[src/rtl/global_package.sv]
// Shared TCP definitions: connection events/states plus the active-open handshake
// state encoding and segment flag-bit positions.
package global_package;

    typedef enum logic [3:0] {
        EV_NONE, EV_ACTIVE_OPEN, EV_PASSIVE_OPEN, EV_CLOSE,
        EV_RCV_SYN, EV_RCV_ACK, EV_RCV_RST, EV_TIMEOUT
    } e_events;

    typedef enum logic [3:0] {
        S_CLOSED, S_LISTEN, S_SYN_SENT, S_SYN_RCVD, S_ESTABLISHED,
        S_FIN_WAIT_1, S_FIN_WAIT_2, S_CLOSE_WAIT, S_CLOSING, S_LAST_ACK, S_TIME_WAIT
    } e_states;

    typedef enum logic [2:0] {
        CLOSED      = 3'd0,
        SYN_SEND    = 3'd1,
        SYN_SENT    = 3'd2,
        ACK_SEND    = 3'd3,
        RST_SEND    = 3'd4,
        ESTABLISHED = 3'd5
    } e_init_states;

    localparam int FLAG_FIN = 0;
    localparam int FLAG_SYN = 1;
    localparam int FLAG_RST = 2;
    localparam int FLAG_ACK = 3;

    function automatic logic [3:0] flag_mask(input int bit_idx);
        logic [3:0] m;
        m = 4'b0000;
        m[bit_idx] = 1'b1;
        return m;
    endfunction

endpackage

[src/rtl/tcp_rto_timer.sv]
// SYN retransmission timer: counts while start is high, holds otherwise,
// and flags expiry on the cycle the count sits at RTO_CYCLES-1.
module tcp_rto_timer #(
    parameter int RTO_CYCLES = 1000
) (
    input  logic clk,
    input  logic rst_n,
    input  logic start,
    input  logic clear,
    output logic expired
);

    localparam int CW = (RTO_CYCLES > 2) ? $clog2(RTO_CYCLES) : 1;
    localparam logic [CW-1:0] LAST = CW'(RTO_CYCLES - 1);

    logic [CW-1:0] r_cnt;
    logic          w_at_last;

    assign w_at_last = (r_cnt == LAST);
    assign expired   = start && w_at_last;

    // Saturates at LAST so a paused count resumes already expired, never wraps.
    always_ff @(posedge clk or negedge rst_n) begin
        if (!rst_n)                  r_cnt <= '0;
        else if (clear)              r_cnt <= '0;
        else if (start && !w_at_last) r_cnt <= r_cnt + 1'b1;
    end

endmodule

[src/rtl/tcp_active_open.sv]
// Client side of the TCP three-way handshake: sends SYN, retransmits on RTO,
// answers SYN|ACK with ACK, answers unacceptable ACKs with RST.
module tcp_active_open
    import global_package::*;
#(
    parameter logic [31:0] ISS         = 32'h0000_1000,
    parameter int          RTO_CYCLES  = 1000,
    parameter int          MAX_RETRIES = 3
) (
    input  logic        clk,
    input  logic        rst_n,
    input  logic        open_req,
    input  logic        seg_rx_valid,
    input  logic [3:0]  seg_rx_flags,
    input  logic [31:0] seg_rx_seq,
    input  logic [31:0] seg_rx_ack,
    output logic        seg_tx_valid,
    input  logic        seg_tx_ready,
    output logic [3:0]  seg_tx_flags,
    output logic [31:0] seg_tx_seq,
    output logic [31:0] seg_tx_ack,
    output logic [2:0]  state,
    output logic        established,
    output logic        conn_refused,
    output logic        conn_timeout,
    output logic        conn_reset
);

    localparam int          RW     = (MAX_RETRIES > 0) ? $clog2(MAX_RETRIES + 1) : 1;
    localparam logic [31:0] ISS_P1 = ISS + 32'd1;

    e_init_states  r_state, w_next;
    logic [31:0]   r_irs, r_rst_seq;
    logic [RW-1:0] r_retry;
    logic          r_refused, r_timeout, r_reset;

    logic w_irs_ld, w_rst_ld, w_retry_inc;
    logic w_refused, w_timeout, w_reset;
    logic w_tmr_start, w_tmr_clear, w_expired;
    logic w_ack_ok, w_ack_bad;

    tcp_rto_timer #(.RTO_CYCLES(RTO_CYCLES)) u_rto (
        .clk    (clk),
        .rst_n  (rst_n),
        .start  (w_tmr_start),
        .clear  (w_tmr_clear),
        .expired(w_expired)
    );

    assign w_ack_ok  = seg_rx_valid && seg_rx_flags[FLAG_ACK] && (seg_rx_ack == ISS_P1);
    assign w_ack_bad = seg_rx_valid && seg_rx_flags[FLAG_ACK] && (seg_rx_ack != ISS_P1)
                       && !seg_rx_flags[FLAG_RST];

    always_ff @(posedge clk or negedge rst_n) begin
        if (!rst_n) begin
            r_state   <= CLOSED;
            r_irs     <= '0;
            r_rst_seq <= '0;
            r_retry   <= '0;
            r_refused <= 1'b0;
            r_timeout <= 1'b0;
            r_reset   <= 1'b0;
        end else begin
            r_state   <= w_next;
            r_refused <= w_refused;
            r_timeout <= w_timeout;
            r_reset   <= w_reset;
            if (w_irs_ld) r_irs     <= seg_rx_seq;
            if (w_rst_ld) r_rst_seq <= seg_rx_ack;
            if (r_state == CLOSED || w_next == CLOSED) r_retry <= '0;
            else if (w_retry_inc)                      r_retry <= r_retry + 1'b1;
        end
    end

    always_comb begin
        w_next      = r_state;
        w_irs_ld    = 1'b0;
        w_rst_ld    = 1'b0;
        w_retry_inc = 1'b0;
        w_refused   = 1'b0;
        w_timeout   = 1'b0;
        w_reset     = 1'b0;
        w_tmr_start = 1'b0;
        w_tmr_clear = 1'b0;
        case (r_state)
            CLOSED: begin
                w_tmr_clear = 1'b1;
                if (open_req) w_next = SYN_SEND;
            end
            SYN_SEND: begin
                w_tmr_clear = 1'b1;
                if (seg_tx_ready) w_next = SYN_SENT;
            end
            SYN_SENT: begin
                w_tmr_start = 1'b1;
                // A segment that acts pre-empts a coincident RTO expiry.
                if (w_ack_ok && seg_rx_flags[FLAG_RST]) begin
                    w_refused = 1'b1;
                    w_next    = CLOSED;
                end else if (w_ack_ok && seg_rx_flags[FLAG_SYN]) begin
                    w_irs_ld = 1'b1;
                    w_next   = ACK_SEND;
                end else if (w_ack_bad) begin
                    w_rst_ld = 1'b1;
                    w_next   = RST_SEND;
                end else if (w_expired) begin
                    if (r_retry == RW'(MAX_RETRIES)) begin
                        w_timeout = 1'b1;
                        w_next    = CLOSED;
                    end else begin
                        w_retry_inc = 1'b1;
                        w_next      = SYN_SEND;
                    end
                end
            end
            ACK_SEND: if (seg_tx_ready) w_next = ESTABLISHED;
            RST_SEND: if (seg_tx_ready) w_next = SYN_SENT;
            ESTABLISHED: begin
                if (seg_rx_valid && seg_rx_flags[FLAG_RST] && (seg_rx_seq == r_irs + 32'd1)) begin
                    w_reset = 1'b1;
                    w_next  = CLOSED;
                end
            end
            default: w_next = CLOSED;
        endcase
    end

    // Tx fields decode straight from state so reset clears them asynchronously.
    always_comb begin
        seg_tx_valid = 1'b0;
        seg_tx_flags = 4'b0000;
        seg_tx_seq   = '0;
        seg_tx_ack   = '0;
        case (r_state)
            SYN_SEND: begin
                seg_tx_valid = 1'b1;
                seg_tx_flags = flag_mask(FLAG_SYN);
                seg_tx_seq   = ISS;
            end
            ACK_SEND: begin
                seg_tx_valid = 1'b1;
                seg_tx_flags = flag_mask(FLAG_ACK);
                seg_tx_seq   = ISS_P1;
                seg_tx_ack   = r_irs + 32'd1;
            end
            RST_SEND: begin
                seg_tx_valid = 1'b1;
                seg_tx_flags = flag_mask(FLAG_RST);
                seg_tx_seq   = r_rst_seq;
            end
            default: ;
        endcase
    end

    assign state        = r_state;
    assign established  = (r_state == ESTABLISHED);
    assign conn_refused = r_refused;
    assign conn_timeout = r_timeout;
    assign conn_reset   = r_reset;

endmodule

[config.mk]
export PLATFORM = sky130hd
export DESIGN_NAME = tcp_active_open
export DESIGN_NICKNAME = d
export VERILOG_FILES = /design/src/rtl/global_package.sv /design/src/rtl/tcp_rto_timer.sv /design/src/rtl/tcp_active_open.sv
export SDC_FILE = /design/constraint.sdc
export NUM_CORES = 1
export LEC_CHECK = 0
export CAP_MARGIN = 5
export CORE_AREA = 2 2 97 117
export DETAILED_ROUTE_END_ITERATION = 16
export DIE_AREA = 0 0 99 119
export PLACE_DENSITY = 0.95
export SYNTH_ARGS = -nofsm -noshare
export SYNTH_HDL_FRONTEND = slang
export SYNTH_SLANG_ARGS = --single-unit
[constraint.sdc]
create_clock -name clk -period 4.2 [get_ports clk]
set_input_delay 0.84 -clock clk [delete_from_list [all_inputs] [get_ports clk]]
set_output_delay 0.84 -clock clk [all_outputs]
set_load 0.01 [all_outputs]
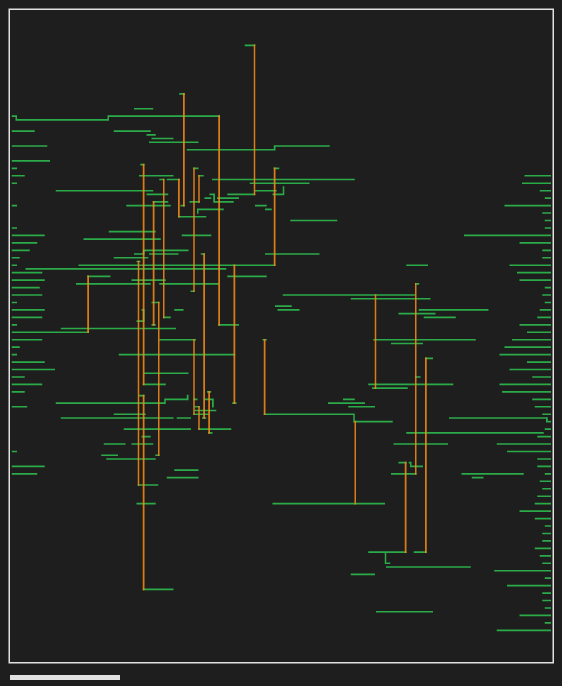
*Wiring by layer, run 1*
The bar under the picture is 20 um long. Two of the layers only.
colour	layer	wire length
green	met3	1240 um
orange	met4	552 um

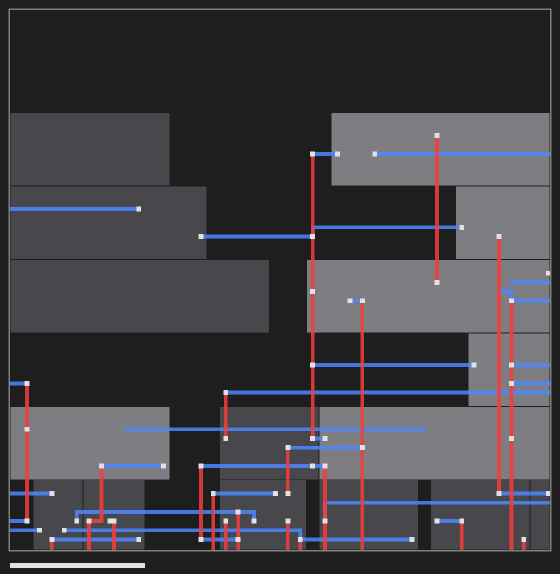
*Close-up of the layout, run 1*
The bar under the picture is 5 um long. Window x 64 to 84, y 79 to 99 um. Cells in grey, sequential cells in the stronger grey; small squares are vias.
colour	layer
red	met2
blue	met1
most frequent	dfrtp_1 (4), clkdlybuf4s50_1 (3), bufinv_16 (2)
sequential cells in the window	4
cells with their middle in the window	13

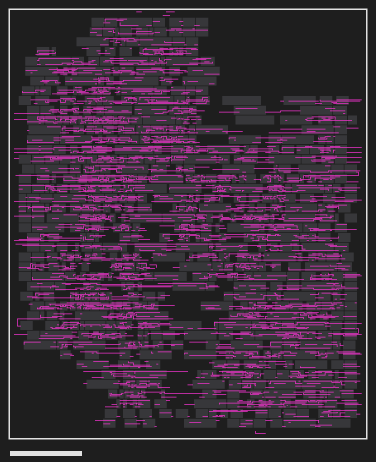
*Metal 1, run 1*
The bar under the picture is 20 um long. Cells faint in the background.
main direction	horizontal
wire length on this layer	6130 um

==> results.txt <==
The layout was made with Yosys and OpenROAD.

By area the synthesized netlist is led by sky130_fd_sc_hd__dfrtp_1 (37%), sky130_fd_sc_hd__mux2_2 (12%), sky130_fd_sc_hd__xnor2_1 (5.7%), sky130_fd_sc_hd__and3_1 (3.8%), sky130_fd_sc_hd__nor2_1 (3.8%). The largest stage delay on the critical path is 0.64 ns. The worst clock skew is 0.00606 ns. Per the post-synthesis report, the number of cells in the design is 595. Looking at the global route congestion table, the highest-usage layer is met2.

Looking at the setup timing report, the critical path kind is reg2out. The final weighted congestion of routability-driven global placement is 0.976. In this run, the synthesized area fraction spent on AND-OR/OR-AND gates is recorded as 8.44%. The chip area from the yosys synthesis statistics is 5530 um^2. The worst-case IR drop observed on VDD is 0.211 mV. Combinational logic burns 18.3% of the power. The number of inserted diodes is 0. The share of the core area taken by cells at floorplan is 51.4%. The cell type contributing the most total cell area after synthesis is sky130_fd_sc_hd__dfrtp_1.

Per the finish-stage timing summary, setup violations number 0. The cell area that synthesis handed to floorplanning was 5530 um^2. In the log, the iteration count for the first detailed-route pass is 6. The count of different cell masters after synthesis is 63. The worst path setup slack after routing is 0.215 ns.

By instance count, the leading cell after synthesis is sky130_fd_sc_hd__dfrtp_1. The async set-or-reset flop fraction in the synthesized netlist is 100%. The power per cell area is 294 nW/um^2. The flow measured a signed area growth from synthesis to layout of 34.7%. Per the Yosys statistics, synthesis produced 595 cells. The number of fill cells in the layout is 758. The routed design shows a wire length per standard cell of 19.0 um. Per report_power, the sequential group accounts for 37.9% of the total. The total number of H-tree levels is 3. The worst setup path is captured at a primary output. The share of cell area taken by muxes after synthesis is 13.1%.

Per the STA report, the cell with the highest stage delay on the worst path is sky130_fd_sc_hd__nor4b_1. The number of cells in the design after placement is 842. The average instance in the mapped netlist occupies 9.30 um^2.

The final HPWL from detailed placement is 11.9 mm. The buffer type at the clock tree root is sky130_fd_sc_hd__clkbuf_16. On the reported timing paths, the clock transition at the registers reads 0.06 ns. The post-placement cell area is 7070 um^2. Walking the worst path, the cells encountered are nand4_1, or2_0, buf_4, nor4b_1, xnor2_1, nor2_1, clkdlybuf4s50_1.

The core utilization of the finished layout is 69.2%. The number of enable flip-flop cells is 0. The clock period minus final worst setup slack is 3.99 ns. For this run, global-route usage on met3 was measured as 4.81%. The antenna violation net count after detailed routing is 0. The critical path arrival is 3.15 ns. By count the netlist is led by sky130_fd_sc_hd__dfrtp_1 (82), sky130_fd_sc_hd__mux2_2 (61), sky130_fd_sc_hd__nor2_1 (56). The fraction of met2 tracks used by global routing is 48.5%. Pins over their slew limit in the final report were tallied at 0. The share of the synthesized area in the top cell type is 37.1%. The synthesized netlist devotes 0.678% of its cell area to adder and majority cells. Internal power comes to 1.64 mW. The layout report lists the multi-input gate area as 3300 um^2. The layout summary lists the proportion of cells stronger than drive strength 1 as 13.9%. The run finished with clean final reports. The total wire length after detailed routing is 16.3 mm. Setup repair after global routing left no endpoint under its margin. The clock network power share is 43.8%.

The first global-routing pass estimated 26.3 mm of wire. The finished cells cover 7450 um^2. The initial antenna violation count was 0. The highest achievable clock rate is 251 MHz. Summed over all failing endpoints, the final setup total negative slack is 0 ns. Summing the areas of all xor and xnor instances in the mapped netlist gives 10.3% of the synthesized area. The total power consumption of the routed design is 2.19 mW.

The maximum clock path buffer count is 2. The source-to-sink clock delay at the later pin of the worst-skew pair is 0.34 ns. According to the floorplan report, the placeable core area is 10800 um^2. Total global-route track usage over all layers is 27.5%. The routed via count is 5306.

The number of OpenROAD warnings is 27. The buffers inserted during post-CTS setup optimization is 0. The count of buffers added on input and output ports is 146. The simple-gate share of the synthesized area is 26.5%.

The most critical min-delay path falls under reg2reg. Per the timing report, the biggest fanout along the worst path comes to 10. The die width is 99 um. Before CTS, the worst setup slack after placement is 0.358 ns.

The number of buffers created by CTS is 9. The total congestion overflow after global routing is 0. The number of DRC violations after detailed-routing iteration 0 is 363. The leakage component of the power was reported as 3.12 nW. The number of nets handed over by synthesis was 671. Yosys printed 0 warnings. Per the OpenROAD floorplan log, the area of the die is 11800 um^2.

The prevailing logic family in the synthesized netlist is simple AND/OR/NAND/NOR gates. The remaining design rule violation count is 0. The register area is 2050 um^2. The sequential fraction of the synthesis area is 37.1%.

The maximum number of pins on one net before global-route repair is 83. The predominant post-synthesis flop cell is sky130_fd_sc_hd__dfrtp_1. The total clock sinks is 82. Of the total power, the share spent switching nets is 25.2%. The floorplan has 42 rows. The met1 usage in global routing is 32.5%. The number of top-level pins is 149.

The number of global-route vias before repair is 5362. Counting flops and latches in the post-synthesis netlist gives 82. Per the run summary, max-cap violations total 0. The dominant logic cell type in the layout is sky130_fd_sc_hd__clkdlybuf4s50_1. The average vias per placed instance is 6.19. Across all checked pins, the minimum headroom to the slew limit is 30.1%.

The transition time recorded at the tightest slew-check pin is 1.05 ns. OpenROAD reports that the post-layout worst path occupies 94.9% of the period. The kind of start point of the critical path is a flop. TritonCTS built the clock tree. The count of cells in the finished layout, fillers not included, comes to 857. The floorplan step set the die height to 119 um. The endpoint required time on the critical path is 3.36 ns. Per the cell usage report, the commonest logic cells after layout are sky130_fd_sc_hd__clkdlybuf4s50_1 (145), sky130_fd_sc_hd__dfrtp_1 (81), sky130_fd_sc_hd__mux2_2 (61), sky130_fd_sc_hd__nor2_1 (56), sky130_fd_sc_hd__nand2_1 (37). The finished design was reported to have a net count of 797.

The net switching power figure is 0.553 mW. The worst hold-check slack is 0.499 ns. The count of final hold-check violations is 0.
[run 1: worst max-delay path: cells and delay by family (launching register included)]
kind | cells | cell delay [ns]
DFF | 1 | 0.49
and+or+nand+nor | 4 | 1.42
buffers and inverters | 2 | 0.74
xor gates and xnor gates | 1 | 0.15
[run 1: power by group through the flow]
stage / sequential [mW] / combinational, mW / clock [mW]
floorplan: 0.840 / 0.189 / 0
global placement: 0.842 / 0.383 / 0
detailed placement: 0.846 / 0.396 / 0
CTS: 0.831 / 0.398 / 0.970
global route: 0.834 / 0.436 / 1.00
finish: 0.832 / 0.401 / 0.960
[run 1: path summary, 6_finish.rpt]
path | to | cells past startpoint | startpoint | slack, ns
setup reg to reg | r_retry[1] | 9 | r_irs[0] | 0.78
min in group asynchronous | conn_refused | 1 | rst_n | 0.71
hold reg to reg | r_rst_seq[16] | 1 | r_rst_seq[16] | 0.50
setup / recovery | seg_tx_ack[27] | 7 | r_irs[3] | 0.21
max in group asynchronous | r_irs[3] | 1 | rst_n | 2.78
hold / removal | r_rst_seq[16] | 1 | r_rst_seq[16] | 0.50
[run 1: what timing repair did]
action | in CTS | in global routing
setup endpoints to repair | 1 | 5
gates resized | 1 | 4
hold buffers | 0 | 0
[run 1: layout make-up]
type,count,area share [%]
Clock buffer,10,3.07
Clock inverter,5,1.71
Inverter,12,0.604
Multi-Input combinational cell,460,44.3
Sequential cell,82,27.5
Tap cell,132,2.22
Timing Repair Buffer,156,20.6
[run 1: registers in the layout (all words and copies together) (netlist names)]
signal,count
r_irs,32
r_rst_seq,32
u_rto.r_cnt,10
state,3
r_retry,2
conn_refused,1
conn_reset,1
conn_timeout,1
[run 1: metal layers]
layer / part of all wire (%) / wire, um
met2: 51 / 8330
met5: 0 / 0
met3: 7.6 / 1240
met1: 38 / 6130
met4: 3.4 / 551
Power is estimated from default activity; no workload was simulated.
